Cells by drive strength:
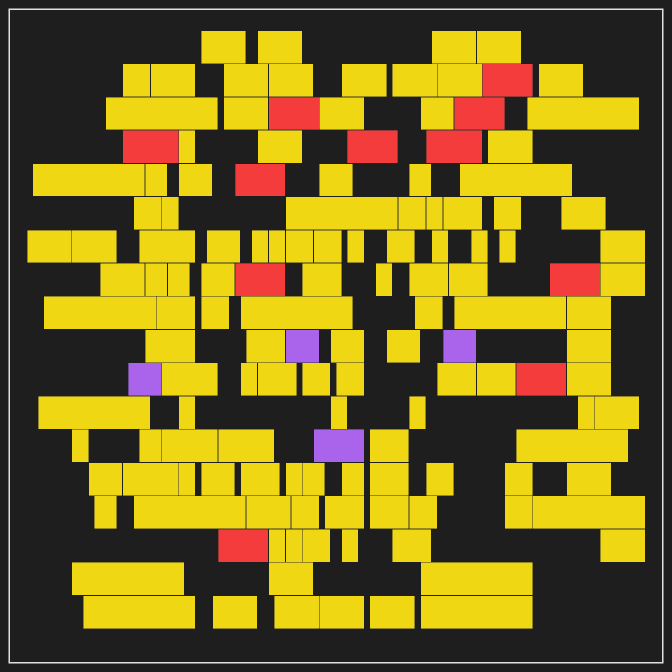
Wiring heat map:
11 x 11 tiles, from dark blue (low) to red (high), scaled to the fullest tile. Values are wire area over tile area, all layers added.
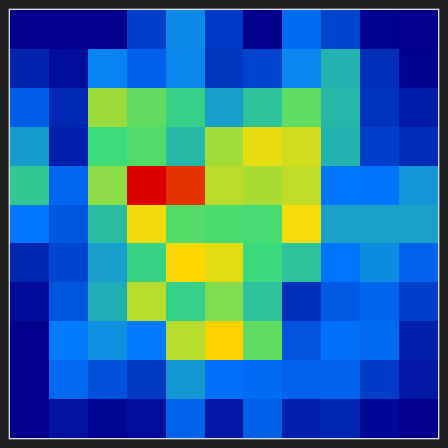
Sequential cells coloured by netlist name:
Scale bar: 20 um.
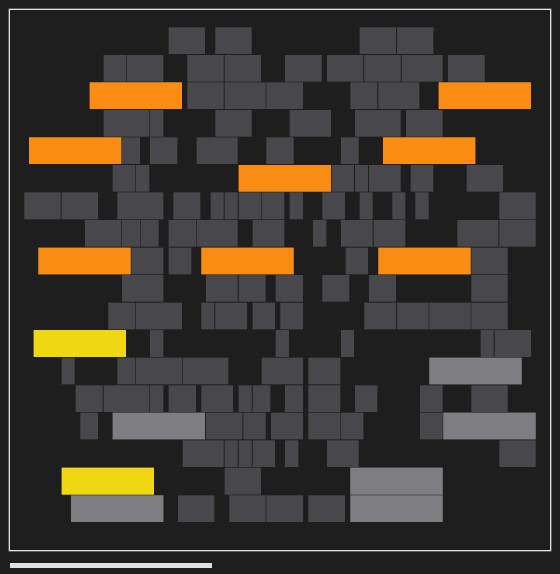
<file path="src/rtl/timer_arbiter.sv">
// Round-robin arbiter sharing one down-counter between two requesters.
// state | meaning: IDLE wait for req | LOAD load terminal count | RUN count down | DONE pulse done
module timer_arbiter #(
  parameter int WIDTH = 8
) (
  input  logic             clk,
  input  logic             rst,
  input  logic             req0,
  input  logic             req1,
  input  logic [WIDTH-1:0] val0,
  input  logic [WIDTH-1:0] val1,
  input  logic             cancel,
  output logic             gnt0,
  output logic             gnt1,
  output logic             done0,
  output logic             done1,
  output logic [WIDTH-1:0] count,
  output logic             busy
);

  typedef enum logic [1:0] {IDLE, LOAD, RUN, DONE} state_t;

  state_t           state, state_nxt;
  logic [WIDTH-1:0] count_nxt;
  logic             gnt0_nxt, gnt1_nxt, done0_nxt, done1_nxt, busy_nxt;
  logic             ptr, ptr_nxt;
  logic             abort;

  assign abort = (state != IDLE) &&
                 (cancel || (gnt0 && !req0) || (gnt1 && !req1));

  always_ff @(posedge clk or posedge rst) begin
    if (rst) begin
      state <= IDLE;
      count <= '0;
      gnt0  <= 1'b0;
      gnt1  <= 1'b0;
      done0 <= 1'b0;
      done1 <= 1'b0;
      busy  <= 1'b0;
      ptr   <= 1'b0;
    end else begin
      state <= state_nxt;
      count <= count_nxt;
      gnt0  <= gnt0_nxt;
      gnt1  <= gnt1_nxt;
      done0 <= done0_nxt;
      done1 <= done1_nxt;
      busy  <= busy_nxt;
      ptr   <= ptr_nxt;
    end
  end

  always_comb begin
    state_nxt = state;
    count_nxt = count;
    gnt0_nxt  = gnt0;
    gnt1_nxt  = gnt1;
    done0_nxt = 1'b0;
    done1_nxt = 1'b0;
    ptr_nxt   = ptr;
    // Abort still rotates the pointer so a flapping requester cannot starve its peer
    if (abort) begin
      state_nxt = IDLE;
      count_nxt = '0;
      gnt0_nxt  = 1'b0;
      gnt1_nxt  = 1'b0;
      ptr_nxt   = gnt0;
    end else begin
      case (state)
        IDLE: begin
          if (req0 && (!req1 || !ptr)) begin
            gnt0_nxt  = 1'b1;
            state_nxt = LOAD;
          end else if (req1) begin
            gnt1_nxt  = 1'b1;
            state_nxt = LOAD;
          end
        end
        LOAD: begin
          count_nxt = gnt1 ? val1 : val0;
          state_nxt = RUN;
        end
        RUN: begin
          if (count == '0) begin
            done0_nxt = gnt0;
            done1_nxt = gnt1;
            state_nxt = DONE;
          end else begin
            count_nxt = count - WIDTH'(1);
          end
        end
        DONE: begin
          state_nxt = IDLE;
          count_nxt = '0;
          gnt0_nxt  = 1'b0;
          gnt1_nxt  = 1'b0;
          ptr_nxt   = gnt0;
        end
        default: state_nxt = IDLE;
      endcase
    end
    busy_nxt = (state_nxt != IDLE);
  end

endmodule

</file>
<file path="config.mk">
export PLATFORM = sky130hd
export DESIGN_NAME = timer_arbiter
export DESIGN_NICKNAME = d
export VERILOG_FILES = /design/src/rtl/timer_arbiter.sv
export SDC_FILE = /design/constraint.sdc
export NUM_CORES = 1
export LEC_CHECK = 0
export CORE_UTILIZATION = 40
export DETAILED_ROUTE_END_ITERATION = 16
export PLACE_DENSITY = 0.71
export SLEW_MARGIN = 10
export SYNTH_ARGS = -nofsm -noshare
export SYNTH_HDL_FRONTEND = slang
export SYNTH_SLANG_ARGS = --single-unit
</file>
<file path="constraint.sdc">
create_clock -name clk -period 5.08 [get_ports clk]
set_clock_uncertainty 0.1 [all_clocks]
set_input_delay 0.508 -clock clk [delete_from_list [all_inputs] [get_ports clk]]
set_output_delay 0.508 -clock clk [all_outputs]
set_load 0.1 [all_outputs]
</file>
==> impl_metrics.yaml <==
# physical design summary
place:
  gp_congestion: 0.8406
final_layout:
  nNonClkBuffers: 33
  design_area_mm2: 0.001426
  post-route-util: 0.5758
  clock_area_frac: 0.01579
  regArea_um2: 400.4
  fillerInstances: 229
  seq_share: 0.2807
  flow.area_growth_from_synthesis_pct: 35.23
floorplan:
  ios: 34
  core_area_mm2: 0.002477
  fp_util: 0.4258
  die_h_um: 53.35
  row_count: 18
  dieArea_mm2: 0.002846
  die_w_um: 53.35
sta:
  finalSetupViolCount: 0
  finalWorstSetupSlack_ps: 2310
  drv_slew: 0
  max_slew_margin: 0.3519
  setup_tns_ps: 0
route:
  via_count: 982
  maxUsedRoutingLayer: "met4"
  vias_per_cell: 5.776
  drt-initial-drc-count: 37
global_routing:
  grt_max_degree: 17
  grtUsageTotal: 0.2105
yosys:
  top_cells_by_area: "dfrtp_1, mux2_2, ha_1"
  synth_top_cell_by_area: "dfrtp_1"
  mux_share: 0.09609
  netlist-cell-type-count: 32
outcome:
  status: "finished, final reports clean"
critical_path:
  crit_slowest_cell: "clkdlybuf4s50_1"
  cp_cell_sequence: "clkdlybuf4s50_1"
  end_kind: "output port"
  critPathMaxFanout: 12
clock_tree:
  cts_resized: 0
  cts_root_buf: "clkbuf_4"
  insertion_delay_ps: 290
  clk_path_buf_depth: 2
  cts_tree: "yes"
min_path:
  hold_path_class: "reg -> reg"
## Picture notes: 'cells by drive strength'
Key: drive 2 = red [cells 11, share 7.9%, most used mux2_2]; drive 3 to 4 = purple [cells 4, share 2.9%, most used clkbuf_4]; drive 1 or less = yellow [cells 125, share 89%, most used clkdlybuf4s50_1]

## Picture notes: 'wiring heat map'
The mean over all tiles is 0.15. 11% of the tiles are nearly empty. The densest ninth of the die: centre. 21% of the tiles are over half the peak.

## Picture notes: 'sequential cells coloured by netlist name'
Key: count = orange [flops 8]; state = yellow [flops 2]
Another 6 sequential cells are not coloured.

state kept, by name, summed over array words and instances (netlist names):
name	cells
count	8
done0	1
state	2
busy	1
gnt1	1
ptr	1
done1	1
gnt0	1
synth_stat cells:
cell type   n
buf_4       1
a211oi_1    1
a32oi_1     3
o2bb2ai_1   6
nor3_1      3
inv_1      11
a21oi_1     2
nand2_1     6
o31a_1      1
and2_1      3
o31ai_1     3
o22ai_1     3
or4_1       1
a2bb2oi_1   1
o41a_1      1
o22ai_2     2
nor2_1      4
o41ai_1     1
ha_1        5
nor4b_1     3
mux2_2      9
a31oi_1     3
nor2b_1     4
nor4_1      1
or3_4       1
dfrtp_1    16
clkbuf_1    3
o21ai_0     2
or3_1       1
o21ai_1     1
a22oi_1     4
nand2b_1    2
path summary, 6_finish.rpt:
kind,from,cells after the start,slack [ps],to
min in group asynchronous,rst,2,510,done1
hold reg to reg,count[7],1,430,count[7]
setup reg to reg,state[0],6,2620,count[4]
max in group asynchronous,rst,2,3940,state[1]
setup / recovery,gnt1,1,2310,gnt1
hold / removal,count[7],1,430,count[7]
cells in the final DEF, fill, tap and decap left out, types with 4 or more instances in the layout:
cell type	Yosys	final
ha_1	5	5
o2bb2ai_1	6	6
nor2b_1	4	4
mux2_2	9	9
nand2_1	6	6
dfrtp_1	16	16
a22oi_1	4	4
clkdlybuf4s50_1	0	33
nor2_1	4	4
inv_1	11	11
